**Signal wires on met2**

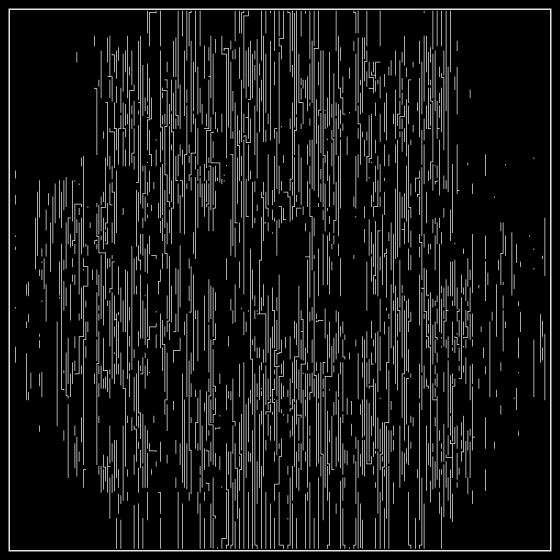
**The metal 1 layer**

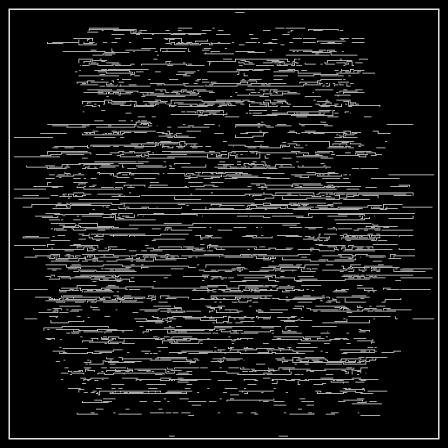
**Metal 3**

Scale bar: 20 um.
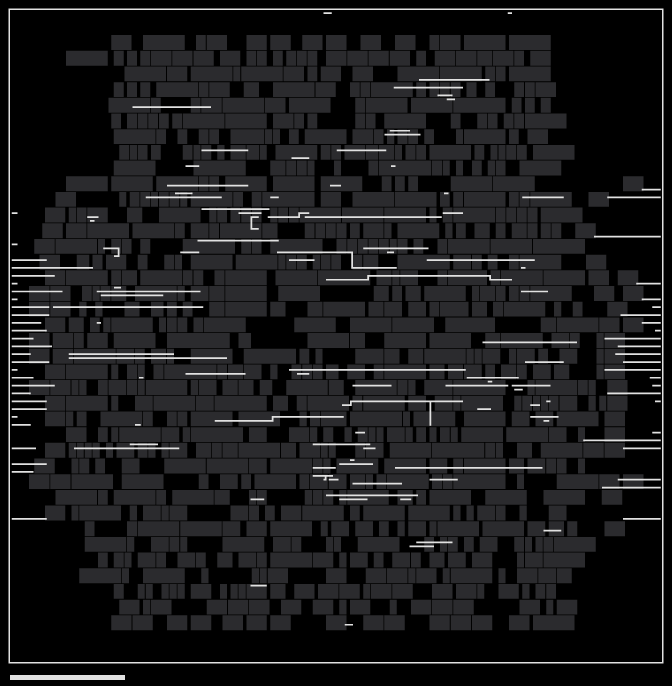
**Congestion heat map**

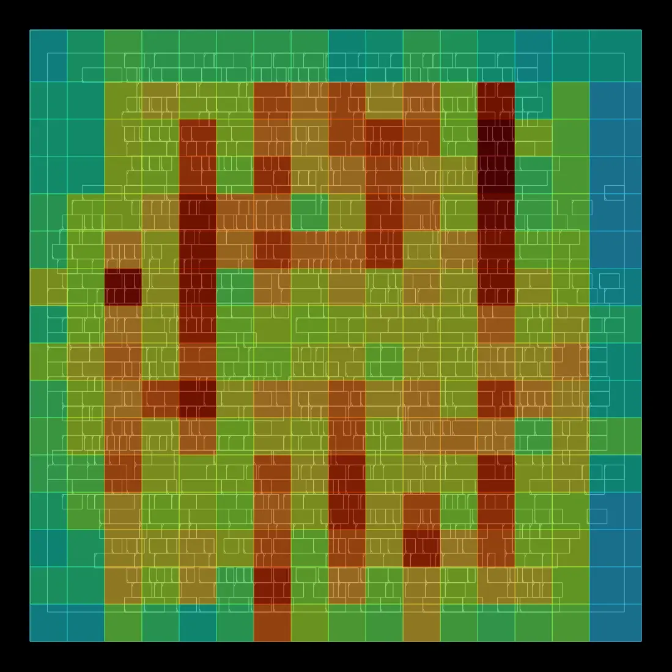
===== config.mk =====
export PLATFORM = sky130hd
export DESIGN_NAME = alu_seq_ctrl
export DESIGN_NICKNAME = d
export VERILOG_FILES = /design/src/rtl/alu_seq_ctrl.sv
export SDC_FILE = /design/constraint.sdc
export NUM_CORES = 1
export LEC_CHECK = 0
export CORE_MARGIN = 3
export CORE_UTILIZATION = 49
export DETAILED_ROUTE_END_ITERATION = 12
export HOLD_SLACK_MARGIN = 0.05
export PLACE_DENSITY = 0.79
export REMOVE_ABC_BUFFERS = 1
export SLEW_MARGIN = 20
export SYNTH_ARGS = -nofsm -noshare
export SYNTH_HDL_FRONTEND = slang
export SYNTH_SLANG_ARGS = --single-unit
export TNS_END_PERCENT = 5

===== constraint.sdc =====
create_clock -name clk -period 1.87 [get_ports clk]
set_input_delay 0.2805 -clock clk [delete_from_list [all_inputs] [get_ports clk]]
set_output_delay 0.2805 -clock clk [all_outputs]
set_load 0.03 [all_outputs]

===== src/rtl/alu_seq_ctrl.sv =====
// alu_seq_ctrl: byte-serial multi-byte ALU sequencer driving one external alu8b slice, LSB byte first.
// Define ALU_SEQ_LOGIC_EN to enable logic ops (op[2]=1); otherwise they take the error path.
module alu_seq_ctrl #(
  parameter int NBYTES = 4,
  localparam int W = 8 * NBYTES
) (
  input  logic         clk,
  input  logic         reset,
  input  logic         start,
  input  logic [2:0]   op,
  input  logic [W-1:0] a,
  input  logic [W-1:0] b,
  input  logic         cin,
  output logic         busy,
  output logic         done,
  output logic         err,
  output logic [W-1:0] result,
  output logic         carry,
  output logic         zero,
  output logic [7:0]   alu_a,
  output logic [7:0]   alu_b,
  output logic [3:0]   alu_s,
  output logic         alu_m,
  output logic         alu_cin,
  input  logic [7:0]   alu_f,
  input  logic         alu_cout
);
`ifdef ALU_SEQ_LOGIC_EN
  localparam bit LOGIC_EN = 1'b1;
`else
  localparam bit LOGIC_EN = 1'b0;
`endif
  localparam int IW = NBYTES > 1 ? $clog2(NBYTES) : 1;
  typedef enum logic [1:0] {IDLE, RUN, DONE} state_t;
  state_t         state_q, state_d;
  logic [IW-1:0]  idx_q, idx_d;
  logic [2:0]     op_q, op_d;
  logic [W-1:0]   sh_a_q, sh_a_d, sh_b_q, sh_b_d, res_q, res_d, result_q, result_d;
  logic           zacc_q, zacc_d, busy_q, busy_d, done_q, done_d, err_q, err_d;
  logic           carry_q, carry_d, zero_q, zero_d, alu_m_q, alu_m_d, alu_cin_q, alu_cin_d;
  logic [7:0]     alu_a_q, alu_a_d, alu_b_q, alu_b_d;
  logic [3:0]     alu_s_q, alu_s_d, sel_s;
  logic           bad_op;
  assign sel_s = op[2] ? (op[1:0] == 2'd0 ? 4'b1011 : op[1:0] == 2'd1 ? 4'b1110 :
                          op[1:0] == 2'd2 ? 4'b0110 : 4'b0000)
                       : (op[1] ? 4'b0110 : 4'b1001);
  assign bad_op = op[2] & ~LOGIC_EN;
  always_comb begin
    state_d   = state_q;
    idx_d     = idx_q;
    op_d      = op_q;
    sh_a_d    = sh_a_q;
    sh_b_d    = sh_b_q;
    res_d     = res_q;
    result_d  = result_q;
    zacc_d    = zacc_q;
    busy_d    = busy_q;
    done_d    = 1'b0;
    err_d     = err_q;
    carry_d   = carry_q;
    zero_d    = zero_q;
    alu_a_d   = alu_a_q;
    alu_b_d   = alu_b_q;
    alu_s_d   = alu_s_q;
    alu_m_d   = alu_m_q;
    alu_cin_d = alu_cin_q;
    if (state_q == IDLE && start) begin
      op_d   = op;
      busy_d = 1'b1;
      err_d  = bad_op;
      if (bad_op) begin
        state_d = DONE;
        done_d  = 1'b1;
      end else begin
        state_d   = RUN;
        idx_d     = '0;
        sh_a_d    = a >> 8;
        sh_b_d    = b >> 8;
        res_d     = '0;
        zacc_d    = 1'b1;
        alu_a_d   = a[7:0];
        alu_b_d   = b[7:0];
        alu_s_d   = sel_s;
        alu_m_d   = op[2];
        alu_cin_d = op[2] ? 1'b1 : op[1] ? 1'b0 : op[0] ? ~cin : 1'b1;
      end
    end else if (state_q == RUN) begin
      // Result bytes enter at the top and shift down, so byte 0 lands at the bottom after NBYTES steps.
      res_d     = (W'(alu_f) << (W - 8)) | (res_q >> 8);
      zacc_d    = zacc_q & ~|alu_f;
      idx_d     = idx_q + IW'(1);
      sh_a_d    = sh_a_q >> 8;
      sh_b_d    = sh_b_q >> 8;
      alu_a_d   = sh_a_q[7:0];
      alu_b_d   = sh_b_q[7:0];
      alu_cin_d = alu_m_q | alu_cout;
      if (idx_q == IW'(NBYTES - 1)) begin
        state_d   = DONE;
        done_d    = 1'b1;
        result_d  = op_q == 3'b011 ? result_q : res_d;
        carry_d   = ~op_q[2] & ~alu_cout;
        zero_d    = zacc_d;
        alu_a_d   = '0;
        alu_b_d   = '0;
        alu_s_d   = '0;
        alu_m_d   = 1'b1;
        alu_cin_d = 1'b1;
      end
    end else if (state_q == DONE) begin
      state_d = IDLE;
      busy_d  = 1'b0;
    end
  end
  always_ff @(posedge clk) begin
    if (reset) begin
      state_q   <= IDLE;
      idx_q     <= '0;
      op_q      <= '0;
      sh_a_q    <= '0;
      sh_b_q    <= '0;
      res_q     <= '0;
      result_q  <= '0;
      zacc_q    <= 1'b1;
      busy_q    <= 1'b0;
      done_q    <= 1'b0;
      err_q     <= 1'b0;
      carry_q   <= 1'b0;
      zero_q    <= 1'b0;
      alu_a_q   <= '0;
      alu_b_q   <= '0;
      alu_s_q   <= '0;
      alu_m_q   <= 1'b1;
      alu_cin_q <= 1'b1;
    end else begin
      state_q   <= state_d;
      idx_q     <= idx_d;
      op_q      <= op_d;
      sh_a_q    <= sh_a_d;
      sh_b_q    <= sh_b_d;
      res_q     <= res_d;
      result_q  <= result_d;
      zacc_q    <= zacc_d;
      busy_q    <= busy_d;
      done_q    <= done_d;
      err_q     <= err_d;
      carry_q   <= carry_d;
      zero_q    <= zero_d;
      alu_a_q   <= alu_a_d;
      alu_b_q   <= alu_b_d;
      alu_s_q   <= alu_s_d;
      alu_m_q   <= alu_m_d;
      alu_cin_q <= alu_cin_d;
    end
  end
  assign busy    = busy_q;
  assign done    = done_q;
  assign err     = err_q;
  assign result  = result_q;
  assign carry   = carry_q;
  assign zero    = zero_q;
  assign alu_a   = alu_a_q;
  assign alu_b   = alu_b_q;
  assign alu_s   = alu_s_q;
  assign alu_m   = alu_m_q;
  assign alu_cin = alu_cin_q;
endmodule


==> flow_metrics.tcl <==
# place-and-route summary
set metrics [dict create \
    power.internal_mw 5.46 \
    pin_count 139 \
    min-delay-start "reset" \
    flop_cell "dfxtp_1" \
    vdd_ir_drop_max_mv 0.547 \
    cts_buffer_depth 2 \
    logic_family "simple AND/OR/NAND/NOR gates" \
    postSynthSeqShare_pct 48.5 \
    layout_top_cell "clkdlybuf4s50_1" \
    drv_slew 0 \
    hold_depth 2 \
    grt_pass1_vias 5465 \
    critPathMaxStageDelay_ns 0.72 \
    grtUsageTotal_pct 25.0 \
    clock_sinks 136 \
    clkPwrFrac_pct 42.8 \
    status "finished clean" \
    maxCapViolCount 0 \
    pwr-share-comb_pct 14.9 \
    skew_ns 0.0108 \
    die_area_um2 12800 \
    synth.most_common_cell "dfxtp_1" \
    drt_drc_violations_left 0 \
    grt-ovfl-total 0 \
    drive_above_1_share_pct 9.28 \
    die_h_um 113 \
    antennaDiodeCount 0 \
    design_area_um2 7750 \
    fmax_mhz 553 \
    power_mw 7.47 \
    yosys_warnings 0 \
    rr_endpoint "sh_b_q[0]" \
    warnings 25 \
    h-tree-depth 4 \
    ys_cells 679 \
    grt_pass1_wl_mm 26.4 \
    worst-path-stages 1 \
    crit_type "reg2out" \
    grt_max_degree 55 \
    syn_area_um2 5620 \
    synth_chip_area_um2 5620 \
    ys_sh_mux_pct 0.178 \
    crit_buf_inv 1 \
    switching_share_pct 26.8 \
    post_synth.cell_area_avg_um2 8.28 \
    area_leaders "dfxtp_1, nand2_1, a311oi_1" \
    hold_slack_ns 0.360 \
    synthAoiAreaFrac_pct 18.9 \
    leakagePower_nw 2.61 \
    top_area_share_pct 48.5 \
    hold_viol 0 \
    start_kind "flip-flop" \
    ys_top_cells_by_count "dfxtp_1, nand2_1, a21oi_1" \
    synth_cells 679 \
    cpLargestDelayFamily "buffers and inverters" \
    seq_power_share_pct 42.3 \
    rrSetupSlack_ns 0.19 \
    port_buffers 138 \
    min_to "result[2]" \
    dpl-instance-area_um2 7190 \
    drt_iter0_markers 438 \
    path_clk_slew_ns 0.06 \
    finalClockPeriodUsage_pct 96.7 \
    core_area_um2 11000 \
    clkLatencyLatePin_ns 0.42 \
    arrival_ns 1.53 \
    end_kind "output pin" \
    most-common-layout-cells "clkdlybuf4s50_1, dfxtp_1, nand2_1" \
    setup_viol 0 \
    tightest_slew_ns 0.586 \
]
About 'signal wires on met2':
main direction = vertical
nets with wire on the layer = 748
via count: 5577
Routed Wire Length: 15.9 mm
met2 Track Usage GR: 42.2%

About 'the metal 1 layer':
main direction = horizontal
nets with wire on the layer = 797
met1 Use GR: 31.7%

About 'metal 3':
main direction = horizontal
share of all routed wire = 5.9%
wire length on this layer = 936 um
nets with wire on the layer = 104
GR Util met3: 5.72%

About 'congestion heat map':
Most Crowded Layer GR: met2
WL/cell: 16.7 um

[power by group through the flow]
stage                     registers [mW]  logic [mW]  clock network [mW]
after floorplan                     3.30       0.439                   0
after global placement              3.21        1.07                   0
after detailed placement            3.22        1.10                   0
after CTS                           3.16        1.11                3.21
after global routing                3.18        1.20                3.33
final                               3.16        1.11                3.19
[final cells by class]
class,instances,area (um^2),area share [%]
inverter,1,3.75,0.0484
tap,140,175,2.26
sequential,136,2720,35.1
clock buffer,20,447,5.76
timing repair buffer,173,1780,22.9
clock inverter,12,120,1.55
multi-input combinational,466,2510,32.3
[layer usage]
metal | track usage, % | part of all wire (%) | vias to the layer above
li1 | - | - | 2660
met1 | 31.7 | 42 | 2670
met2 | 42.2 | 51 | 211
met3 | 5.72 | 5.9 | 36
met4 | 7.85 | 1.8 | 0
met5 | 0 | 0 | -
[metrics by stage]
step	std cells	worst slack [ns]
2_1_floorplan	603	-1.57
3_3_place_gp	916	-0.0977
3_5_place_dp	916	-0.153
4_1_cts	948	0.0669
5_1_grt	948	0.0171
6_report	948	0.0618
[state kept, by name, summed over array words and instances, names as in the netlist]
| register | flops |
|---|---|
| alu_a | 8 |
| alu_b | 8 |
| alu_cin | 1 |
| alu_m | 1 |
| alu_s | 2 |
| busy | 1 |
| carry | 1 |
| done | 1 |
| err | 1 |
| idx_q | 2 |
| op_q | 2 |
| res_q | 24 |
| result | 32 |
| sh_a_q | 24 |
| sh_b_q | 24 |
| state_q | 2 |
| zacc_q | 1 |
| zero | 1 |
[worst max-delay path by stage]
stage	from	to	slack (ns)
final	alu_m	alu_m	0.06
after detailed placement	op[2]	sh_b_q[6]	-0.15
after CTS	alu_m	alu_m	0.07
after global placement	op[2]	alu_m	-0.1
after floorplan	state_q[0]	alu_a[0]	-1.57
after global routing	alu_m	alu_m	0.02
Power and IR drop assume default switching activity.
